**src/rtl/rom_stream_reader.sv**
```systemverilog
// rom_stream_reader: fetches a run of words from a 2^ADDR_W x DATA_W synchronous ROM and
// streams them out through a small FIFO, keeping a running checksum of delivered words.
module rom_stream_reader #(
    parameter int ADDR_W     = 6,
    parameter int DATA_W     = 8,
    parameter int FIFO_DEPTH = 4
) (
    input  logic              clk,
    input  logic              rst_n,
    input  logic              start,
    input  logic [ADDR_W-1:0] start_addr,
    input  logic [ADDR_W:0]   length,
    output logic              busy,
    output logic              done,
    output logic              rom_en,
    output logic [ADDR_W-1:0] rom_addr,
    input  logic [DATA_W-1:0] rom_data,
    output logic [DATA_W-1:0] out_data,
    output logic              out_valid,
    input  logic              out_ready,
    output logic              out_last,
    output logic [DATA_W-1:0] checksum,
    output logic [1:0]        dbg_state
);
    localparam int PTR_W = $clog2(FIFO_DEPTH);
    localparam int CNT_W = PTR_W + 1;
    localparam logic [CNT_W-1:0] DEPTH_C = CNT_W'(FIFO_DEPTH);
    localparam logic [ADDR_W:0]  ONE_LEN = (ADDR_W + 1)'(1);

    typedef enum logic [1:0] {
        S_IDLE  = 2'd0,
        S_FETCH = 2'd1,
        S_DRAIN = 2'd2
    } state_t;

    state_t             r_state;
    state_t             w_next_state;
    logic [ADDR_W-1:0]  r_addr;
    logic [ADDR_W:0]    r_remain;
    logic [ADDR_W:0]    r_out_left;
    logic               r_inflight;
    logic               r_done;
    logic [DATA_W-1:0]  r_checksum;
    logic [DATA_W-1:0]  r_fifo [FIFO_DEPTH];
    logic [PTR_W-1:0]   r_wr_ptr;
    logic [PTR_W-1:0]   r_rd_ptr;
    logic [CNT_W-1:0]   r_count;

    logic               w_accept;
    logic               w_room;
    logic               w_issue;
    logic               w_push;
    logic               w_pop;
    logic               w_out_last;
    logic               w_done_next;

    // Stream handshake: a word moves when out_valid & out_ready are both high at a rising
    // edge; while out_valid=1 and out_ready=0 the head word and its last flag stay put.
    assign out_valid  = (r_count != '0);
    assign out_data   = r_fifo[r_rd_ptr];
    assign w_out_last = out_valid && (r_out_left == ONE_LEN);
    assign out_last   = w_out_last;
    assign w_pop      = out_valid && out_ready;
    assign w_push     = r_inflight;

    // A read is issued only if its word is guaranteed a FIFO slot on arrival.
    assign w_room   = (r_count + CNT_W'(r_inflight)) < DEPTH_C;
    assign w_accept = (r_state == S_IDLE) && start;

    assign w_done_next = (w_accept && (length == '0)) ||
                         ((r_state == S_DRAIN) && w_pop && w_out_last);

    always_comb begin
        w_next_state = r_state;
        w_issue      = 1'b0;
        case (r_state)
            S_IDLE: begin
                if (start && (length != '0)) begin
                    w_next_state = S_FETCH;
                end
            end
            S_FETCH: begin
                if (w_room) begin
                    w_issue = 1'b1;
                    if (r_remain == ONE_LEN) begin
                        w_next_state = S_DRAIN;
                    end
                end
            end
            S_DRAIN: begin
                if (w_pop && w_out_last) begin
                    w_next_state = S_IDLE;
                end
            end
            default: w_next_state = S_IDLE;
        endcase
    end

    always_ff @(posedge clk or negedge rst_n) begin
        if (!rst_n) begin
            r_state    <= S_IDLE;
            r_addr     <= '0;
            r_remain   <= '0;
            r_out_left <= '0;
            r_inflight <= 1'b0;
            r_done     <= 1'b0;
            r_checksum <= '0;
        end else begin
            r_state    <= w_next_state;
            r_inflight <= w_issue;
            r_done     <= w_done_next;
            if (w_accept) begin
                r_checksum <= '0;
                r_addr     <= start_addr;
                r_remain   <= length;
                r_out_left <= length;
            end
            if (w_issue) begin
                r_addr   <= r_addr + ADDR_W'(1);
                r_remain <= r_remain - ONE_LEN;
            end
            if (w_pop) begin
                r_checksum <= r_checksum + out_data;
                r_out_left <= r_out_left - ONE_LEN;
            end
        end
    end

    always_ff @(posedge clk or negedge rst_n) begin
        if (!rst_n) begin
            for (int i = 0; i < FIFO_DEPTH; i++) begin
                r_fifo[i] <= '0;
            end
            r_wr_ptr <= '0;
            r_rd_ptr <= '0;
            r_count  <= '0;
        end else begin
            if (w_push) begin
                r_fifo[r_wr_ptr] <= rom_data;
                r_wr_ptr         <= r_wr_ptr + PTR_W'(1);
            end
            if (w_pop) begin
                r_rd_ptr <= r_rd_ptr + PTR_W'(1);
            end
            case ({w_push, w_pop})
                2'b10:   r_count <= r_count + CNT_W'(1);
                2'b01:   r_count <= r_count - CNT_W'(1);
                default: r_count <= r_count;
            endcase
        end
    end

    assert property (@(posedge clk) disable iff (!rst_n) !(w_push && (r_count == DEPTH_C)));

    assign busy      = (r_state != S_IDLE);
    assign done      = r_done;
    assign rom_en    = w_issue;
    assign rom_addr  = w_issue ? r_addr : '0;
    assign checksum  = r_checksum;
    assign dbg_state = r_state;

endmodule

```
**config.mk**
```make
export PLATFORM = sky130hd
export DESIGN_NAME = rom_stream_reader
export DESIGN_NICKNAME = d
export VERILOG_FILES = /design/src/rtl/rom_stream_reader.sv
export SDC_FILE = /design/constraint.sdc
export NUM_CORES = 1
export LEC_CHECK = 0
export CORE_MARGIN = 2
export CORE_UTILIZATION = 35
export DETAILED_ROUTE_END_ITERATION = 10
export MAX_ROUTING_LAYER = met4
export PLACE_DENSITY_LB_ADDON = 0.08
export REMOVE_ABC_BUFFERS = 1
export SETUP_SLACK_MARGIN = 0.02
export SYNTH_ARGS = -nofsm -noshare
export SYNTH_HDL_FRONTEND = slang
export SYNTH_SLANG_ARGS = --single-unit
```
**constraint.sdc**
```tcl
create_clock -name clk -period 3.65 [get_ports clk]
set_input_delay 0.73 -clock clk [delete_from_list [all_inputs] [get_ports clk]]
set_output_delay 0.73 -clock clk [all_outputs]
set_load 0.005 [all_outputs]
```
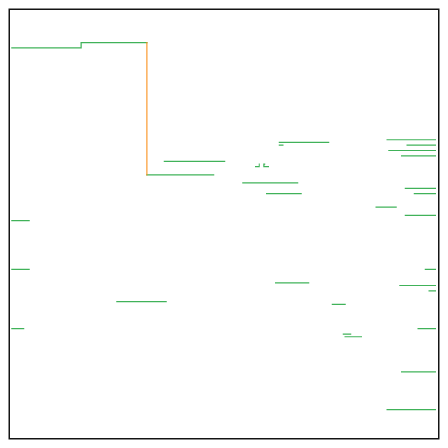
wires.png
Only two layers are drawn.
Key: metal 4 = orange [wire length 33.3 um]; metal 3 = green [wire length 252 um]
vias after detailed routing: 2800
routed len/inst: 16.59 um
final WL: 8860 um
GRT Resource Usage Total: 16.98%

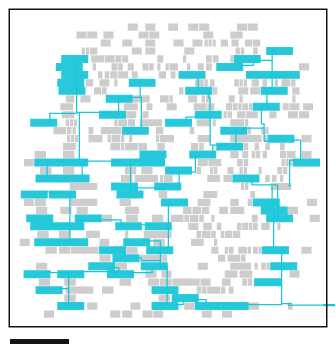
io_fan.png
Scale bar: 20 um.
Key: rst_n = cyan [bits 1, direction input, edge right, end cells 71, wire 592 um]
# port buffers: 53
IO Pins: 54

==> results.json <==
{
  "drv_cap": 0,
  "yosys_warnings": 0,
  "nNetsFinal": 437,
  "skew_ns": 0.008556,
  "worstSetupPathType": "flop to primary output",
  "openroad.warnings": 30,
  "die_w_um": 107.8,
  "powerComb_w": 0.00247,
  "use_met2_pct": 25.79,
  "comb_area_share_pct": 40.50,
  "post_cts_resized": 0,
  "n_antenna_cell": 0,
  "clkCellAreaFrac_pct": 4.200,
  "syn_inst": 335,
  "drt_iter0_markers": 109,
  "synth_cell_types": 53,
  "m1WireLength_um": 4361,
  "first_pass_iters": 6,
  "clockBufferDepth": 2,
  "status": "finished clean",
  "cts_tree": "built",
  "comb_cells": 237,
  "fin_hold_ws_ns": 0.4478,
  "crit_buf_inv": 3,
  "clk-power_w": 0.000633,
  "clk_pin_slew_ns": 0.08,
  "grt_pass1_vias": 2757,
  "synth_flops": 71,
  "r2r_cells": 7,
  "dieArea_um2": 11630,
  "async_reset_ff_share_pct": 100.0,
  "r2r_setup_slack_ns": 0.80,
  "ys_cells": 335,
  "tightestPinTransition_ns": 0.7459,
  "cp_top_family": "buffers and inverters",
  "peakVddDrop_mv": 0.3201,
  "rsz0062_at_grt": "no",
  "core_um2": 10420,
  "taps": 136,
  "synthesis.area_um2": 3772,
  "layout_top_cell": "dfrtp_1",
  "drc_errors": 0,
  "endpoint_kind": "primary output",
  "path_depth": 6,
  "use_met3_pct": 3.995,
  "max_stage_delay_ns": 0.56,
  "p_sw_w": 0.001805,
  "hold_viol_final": 0,
  "endpoint": "rom_en",
  "min_period_ns": 3.237,
  "critPathSlowestCell": "clkdlybuf4s50_1",
  "routed.top_layer": "met4",
  "largest_reg_flops": 32,
  "worstPathRequired_ns": 2.92,
  "root_buffer": "clkbuf_8",
  "grt-busiest-layer": "met2",
  "synth.top_cell.area_share_pct": 47.10,
  "design_area_um2": 4677,
  "n_clock_buffer": 10,
  "p_per_area_nw_per_um2": 988.9,
  "combPwrFrac_pct": 53.4,
  "die_h_um": 107.8,
  "p_leak_nw": 2.007,
  "rows": 37,
  "clock_latency_ns": 0.34,
  "fillCellCount": 1011,
  "syn_to_final_growth_pct": 23.98,
  "avgViaCountPerCell": 5.243,
  "synth.area.top_cells": "dfrtp_1, mux2_2, ha_1, mux4_1, nand2_1",
  "yosysSeqAreaShare_pct": 47.10,
  "pwr-share-clk_pct": 13.7,
  "gp_congestion": 0.7938,
  "flops": 71,
  "max_freq_mhz": 309.0,
  "p_int_w": 0.002820,
  "swShare_pct": 39.02,
  "layout-drive-gt1-share_pct": 15.33,
  "r2r_end": "checksum[7]",
  "r2r-start": "r_rd_ptr[0]",
  "inverters": 15,
  "cts-buffers-inserted": 9,
  "dr_wl_met2_um": 4213,
  "place_ws_ns": 0.7595
}
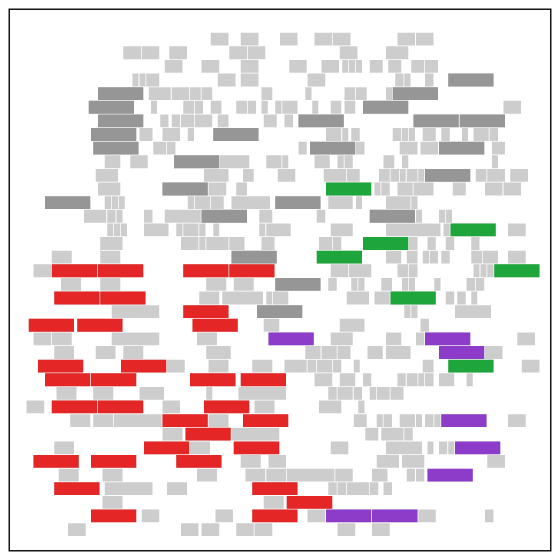
flops_by_reg.png
Other sequential cells in the stronger gray, the rest of the logic in the fainter gray.
Key: checksum = purple [flops 8, where lower right]; r_out_left = green [flops 7, where middle right]; r_fifo = red [flops 32]
Another 24 sequential cells are not colored.
fraction of area in registers: 37.99%
storage element area: 1777 um2
Finished Core Util: 44.90%
Flop+latch power: 0.00152 W

[cell families (layout without fill, tap and decap cells)]
| family | after synthesis | count (layout) | synth area share (%) |
|---|---|---|---|
| buf+inv | 27 | 90 | 3.051 |
| xor+xnor | 12 | 12 | 2.985 |
| fa+ha+maj | 19 | 19 | 6.700 |
| mux | 41 | 41 | 15.29 |
| flops | 71 | 71 | 47.10 |
| compound gates | 59 | 59 | 10.61 |
| simple gates | 106 | 106 | 14.26 |
[per-stage QoR]
stage,power [W],utilization [%],setup TNS (ns),cells
finish,0.004625,44.90,0,534
floorplan,0.003070,-,-0.1274,323
CTS,0.004689,44.90,0,534
global route,0.005049,44.90,0,534
detailed placement,0.004028,43.02,0,518
global placement,0.003991,43.02,0,518
No activity file was given, so power comes from the tool's default toggle rates.
